==> images/layers.png <==
Only two layers are drawn.
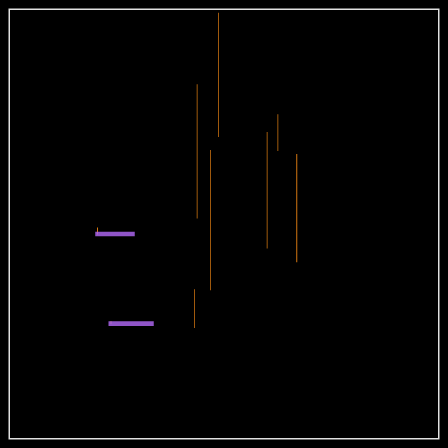
==> images/ff_map.png <==
Scale bar: 50 um. Other sequential cells in the stronger grey, the rest of the logic in the fainter grey.
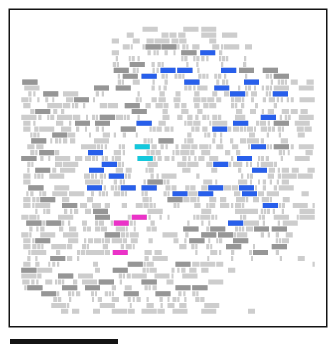
==> images/gates.png <==
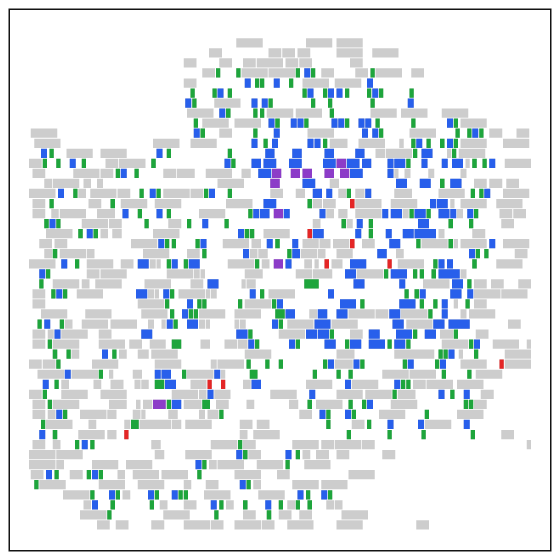
==> images/congestion_map.png <==
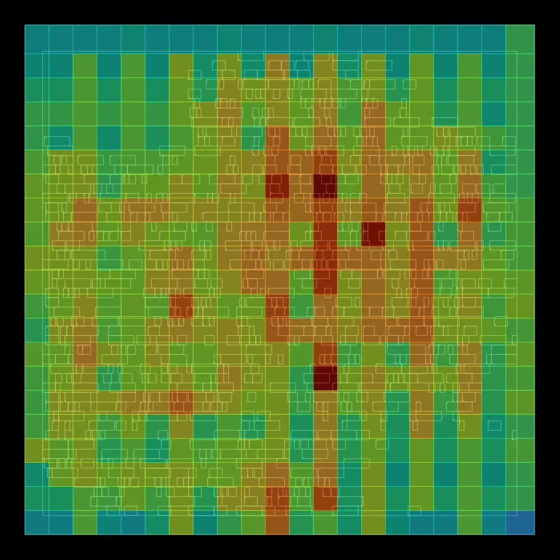
--- src/rtl/store_pkg.sv ---
// Shared encodings and helpers for the store read-modify-write engine.
package store_pkg;

  localparam logic [1:0] SZ_WORD    = 2'b00;
  localparam logic [1:0] SZ_HALF    = 2'b01;
  localparam logic [1:0] SZ_BYTE    = 2'b10;
  localparam logic [1:0] SZ_ILLEGAL = 2'b11;

  typedef enum logic [2:0] {IDLE, READ, CAPTURE, WRITE, ERR} state_t;

  function automatic logic is_misaligned(input logic [1:0] size, input logic [1:0] addr_lo);
    case (size)
      SZ_WORD: return (addr_lo != 2'b00);
      SZ_HALF: return addr_lo[0];
      SZ_BYTE: return 1'b0;
      default: return 1'b1;
    endcase
  endfunction

endpackage

--- src/rtl/store_rmw_unit_if.sv ---
// Request and single-port memory signals of the store engine; slave = the unit.
interface store_rmw_unit_if;
  logic        req_valid;
  logic [1:0]  req_size;
  logic [31:0] req_addr;
  logic [31:0] req_data;
  logic        busy;
  logic        done;
  logic        error;
  logic [31:0] mem_addr;
  logic        mem_wr;
  logic [31:0] mem_datain;
  logic [31:0] mem_dataout;

  modport master (
    output req_valid, req_size, req_addr, req_data, mem_dataout,
    input  busy, done, error, mem_addr, mem_wr, mem_datain
  );

  modport slave (
    input  req_valid, req_size, req_addr, req_data, mem_dataout,
    output busy, done, error, mem_addr, mem_wr, mem_datain
  );
endinterface

--- src/rtl/store_lane_merge.sv ---
// Combinational insertion of a byte or halfword into the word read back from memory.
module store_lane_merge
  import store_pkg::*;
#(
  parameter int unsigned BIG_ENDIAN = 0
) (
  input  logic [31:0] old_word,
  input  logic [31:0] data,
  input  logic [1:0]  size,
  input  logic [1:0]  addr_lo,
  output logic [31:0] merged
);

  logic [1:0] lane;
  logic       half;

  always_comb begin
    merged = old_word;
    // Big-endian mirrors the lane index so address 0 lands in the top bits
    lane   = (BIG_ENDIAN != 0) ? ~addr_lo : addr_lo;
    half   = (BIG_ENDIAN != 0) ? ~addr_lo[1] : addr_lo[1];
    case (size)
      SZ_BYTE: merged[{lane, 3'b000} +: 8]  = data[7:0];
      SZ_HALF: merged[{half, 4'b0000} +: 16] = data[15:0];
      SZ_WORD: merged = data;
      default: merged = old_word;
    endcase
  end

endmodule

--- src/rtl/store_rmw_unit.sv ---
// Store engine: word stores written directly, sub-word stores via read-modify-write.
module store_rmw_unit
  import store_pkg::*;
#(
  parameter int unsigned READ_LATENCY = 1,
  parameter int unsigned BIG_ENDIAN   = 0
) (
  input  logic             Clk,
  input  logic             reset,
  store_rmw_unit_if.slave  bus
);

  localparam logic [2:0] LAT_LAST = 3'(READ_LATENCY - 1);

  state_t      state, state_next;
  logic [31:0] addr_q, data_q, merged_q, merged_w;
  logic [1:0]  size_q;
  logic [2:0]  cnt;

  store_lane_merge #(.BIG_ENDIAN(BIG_ENDIAN)) u_merge (
    .old_word (bus.mem_dataout),
    .data     (data_q),
    .size     (size_q),
    .addr_lo  (addr_q[1:0]),
    .merged   (merged_w)
  );

  always_ff @(posedge Clk) begin
    if (reset) begin
      state    <= IDLE;
      cnt      <= '0;
      addr_q   <= '0;
      data_q   <= '0;
      size_q   <= SZ_WORD;
      merged_q <= '0;
    end else begin
      state <= state_next;
      case (state)
        IDLE: if (bus.req_valid) begin
          addr_q <= bus.req_addr;
          data_q <= bus.req_data;
          size_q <= bus.req_size;
          cnt    <= '0;
        end
        READ:    cnt      <= cnt + 3'd1;
        CAPTURE: merged_q <= merged_w;
        default: ;
      endcase
    end
  end

  always_comb begin
    state_next = state;
    case (state)
      IDLE: if (bus.req_valid) begin
        if (is_misaligned(bus.req_size, bus.req_addr[1:0])) state_next = ERR;
        else if (bus.req_size == SZ_WORD)                    state_next = WRITE;
        else                                                 state_next = READ;
      end
      READ:    if (cnt == LAT_LAST) state_next = CAPTURE;
      CAPTURE: state_next = WRITE;
      WRITE:   state_next = IDLE;
      ERR:     state_next = IDLE;
      default: state_next = IDLE;
    endcase
  end

  always_comb begin
    bus.busy       = (state != IDLE);
    bus.done       = (state == WRITE);
    bus.error      = (state == ERR);
    bus.mem_wr     = (state == WRITE);
    bus.mem_addr   = '0;
    bus.mem_datain = '0;
    if (state == READ || state == CAPTURE || state == WRITE)
      bus.mem_addr = {addr_q[31:2], 2'b00};
    if (state == WRITE)
      bus.mem_datain = (size_q == SZ_WORD) ? data_q : merged_q;
  end

endmodule

--- src/flat_wrapper.sv ---
// flat-port wrapper written by rule: the top's interface ports become plain ports
module store_rmw_unit_flat import store_pkg::*;
#(
  parameter int unsigned READ_LATENCY = 1,
  parameter int unsigned BIG_ENDIAN   = 0
)
  (Clk, reset, bus_req_valid, bus_req_size, bus_req_addr, bus_req_data, bus_mem_dataout, bus_busy, bus_done, bus_error, bus_mem_addr, bus_mem_wr, bus_mem_datain);
  store_rmw_unit_if bus_i ();
  input  logic Clk;
  input  logic reset;
  input wire logic [$bits(bus_i.req_valid)-1:0] bus_req_valid;
  input wire logic [$bits(bus_i.req_size)-1:0] bus_req_size;
  input wire logic [$bits(bus_i.req_addr)-1:0] bus_req_addr;
  input wire logic [$bits(bus_i.req_data)-1:0] bus_req_data;
  input wire logic [$bits(bus_i.mem_dataout)-1:0] bus_mem_dataout;
  output wire logic [$bits(bus_i.busy)-1:0] bus_busy;
  output wire logic [$bits(bus_i.done)-1:0] bus_done;
  output wire logic [$bits(bus_i.error)-1:0] bus_error;
  output wire logic [$bits(bus_i.mem_addr)-1:0] bus_mem_addr;
  output wire logic [$bits(bus_i.mem_wr)-1:0] bus_mem_wr;
  output wire logic [$bits(bus_i.mem_datain)-1:0] bus_mem_datain;
  assign bus_i.req_valid = bus_req_valid;
  assign bus_i.req_size = bus_req_size;
  assign bus_i.req_addr = bus_req_addr;
  assign bus_i.req_data = bus_req_data;
  assign bus_i.mem_dataout = bus_mem_dataout;
  assign bus_busy = bus_i.busy;
  assign bus_done = bus_i.done;
  assign bus_error = bus_i.error;
  assign bus_mem_addr = bus_i.mem_addr;
  assign bus_mem_wr = bus_i.mem_wr;
  assign bus_mem_datain = bus_i.mem_datain;
  store_rmw_unit #(.READ_LATENCY(READ_LATENCY), .BIG_ENDIAN(BIG_ENDIAN)) u_core (.Clk(Clk), .reset(reset), .bus(bus_i));
endmodule
--- config.mk ---
export PLATFORM = sky130hd
export DESIGN_NAME = store_rmw_unit_flat
export DESIGN_NICKNAME = d
export VERILOG_FILES = /design/src/rtl/store_pkg.sv /design/src/rtl/store_rmw_unit_if.sv /design/src/rtl/store_lane_merge.sv /design/src/rtl/store_rmw_unit.sv /design/src/flat_wrapper.sv
export SDC_FILE = /design/constraint.sdc
export NUM_CORES = 1
export LEC_CHECK = 0
export CAP_MARGIN = 20
export CORE_MARGIN = 5
export CORE_UTILIZATION = 29
export CTS_BUF_LIST = sky130_fd_sc_hd__clkbuf_8
export CTS_CLUSTER_SIZE = 24
export DETAILED_ROUTE_END_ITERATION = 8
export PLACE_DENSITY = 0.56
export SLEW_MARGIN = 20
export SYNTH_ARGS = -nofsm -noshare
export SYNTH_HDL_FRONTEND = slang
export SYNTH_SLANG_ARGS = --single-unit
--- constraint.sdc ---
create_clock -name Clk -period 3.56 [get_ports Clk]
set_clock_uncertainty 0.15 [all_clocks]
set_input_delay 0.534 -clock Clk [delete_from_list [all_inputs] [get_ports Clk]]
set_output_delay 0.534 -clock Clk [all_outputs]
set_load 0.1 [all_outputs]
==> flow_metrics.env <==
# physical design summary
export IMPL_status="finished, final reports clean"
export IMPL_wl_per_cell_um=17.5
export IMPL_rows=49
export IMPL_postRouteWirelength_um=19200
export IMPL_vdd_ir_drop_max_mv=0.255
export IMPL_cap_viol_max_count=0
export IMPL_tool_warnings=31
export IMPL_path_buffers=3
export IMPL_max_stage_delay_ns=0.38
export IMPL_io_pins=169
export IMPL_cpMaxStageDelayCell="nor2_2"
export IMPL_hold_class="register to register"
export IMPL_netlist_instances=726
export IMPL_hold_end="u_core.addr_q[5]"
export IMPL_synthAoiAreaFrac=0.262
export IMPL_top_cell_area_share=0.387
export IMPL_critPathCapture="bus_mem_datain[19]"
export IMPL_critPathTopFamily="buffers and inverters"
export IMPL_p_total_w=0.00292
export IMPL_top_logic_kind="simple AND/OR/NAND/NOR gates"
export IMPL_place_inst=1079
export IMPL_power_density_mw_per_mm2=365
export IMPL_ys_ff=104
export IMPL_ctsHoldBuffers=0
export IMPL_syn_area_mm2=0.00538
export IMPL_synth_warnings=0
export IMPL_synth_xor_area_share=0.00163
export IMPL_critPathMaxFanout=16
export IMPL_mux_share=0.00186
export IMPL_drv_slew=0
export IMPL_h_tree_depth=3
export IMPL_seq_area_frac_synth=0.387
export IMPL_vias_per_cell=5.05
export IMPL_synth_edff_count=0
export IMPL_clk_latency_ns=0.38
export IMPL_overflow=0
export IMPL_startpoint="u_core.size_q[0]"
export IMPL_finalCriticalPeriod_ns=2.82
export IMPL_syn_area_per_cell_um2=7.42
export IMPL_cts_buffer_depth=2
export IMPL_yosysMostFrequentCell="nand2_1"
export IMPL_max_slew_margin_rel=0.414
## Picture notes: layers.png
M5: marked purple, wire length 25.8 um. M4: marked orange, wire length 239 um.

## Picture notes: ff_map.png
`u_core.cnt`: marked magenta, sequential cells 3. `u_core.size_q`: marked cyan, sequential cells 2. `u_core.merged_q`: marked blue, sequential cells 32.
Another 67 sequential cells are not coloured.

## Picture notes: gates.png
aoi and oai cells: marked blue, cells 206. inv cells: marked red, cells 9. non-inverting ao/oa cells: marked purple, cells 10. nand cells: marked green, cells 234, where spread over the die.

## Picture notes: congestion_map.png
GR Layer Usage met3: 0.0731
GRT Max-Usage Layer: met2
post-layout util: 0.442
GR Util met1: 0.237
overall global routing resource usage: 0.176

## final cells by class
type | count | share of cell area
repair buffers | 185 | 0.305
clock inverters | 5 | 0.00624
diodes | 1 | 0.000312
multi-input cells | 552 | 0.372
clock buffers | 10 | 0.0172
well taps | 229 | 0.0357
flip-flops and latches | 104 | 0.260
inverters | 9 | 0.00421
## power by group through the flow
stage / combinational [W] / sequential [W] / clock, W
after floorplan: 0.000538 / 0.00132 / 0
after global placement: 0.000831 / 0.00136 / 0
after detailed placement: 0.000836 / 0.00136 / 0
after CTS: 0.000838 / 0.00134 / 0.000787
after global routing: 0.000906 / 0.00135 / 0.000827
final: 0.000832 / 0.00134 / 0.000754
## cells in the final DEF (no fill, tap or decap), types with 3 or more instances in the layout
cell type / Yosys / final
o41ai_1: 5 / 5
clkdlybuf4s50_1: 0 / 99
o21ai_1: 4 / 4
nor3_1: 20 / 20
o32ai_1: 6 / 6
o41ai_2: 3 / 3
a221oi_1: 24 / 24
and2_1: 31 / 31
dfxtp_1: 104 / 104
ha_1: 7 / 7
a222oi_1: 8 / 8
a21o_1: 8 / 8
nor2b_1: 7 / 7
o31ai_2: 7 / 7
o21ai_0: 29 / 29
a21boi_0: 8 / 8
clkbuf_8: 0 / 10
nor2_1: 20 / 19
nand3b_1: 3 / 3
a21oi_1: 103 / 103
nand2_1: 228 / 227
buf_4: 5 / 20
inv_1: 7 / 9
buf_12: 0 / 65
a211oi_1: 3 / 3
## stage by stage
stage	cell area, um^2	worst slack (ns)	util
floorplan	5390	0.184	-
global placement	7830	1.08	0.431
detailed placement	7830	0.973	0.431
CTS	8020	0.689	0.442
global route	8020	0.533	0.442
finish	8020	0.737	0.442
Power is estimated from default activity; no workload was simulated.
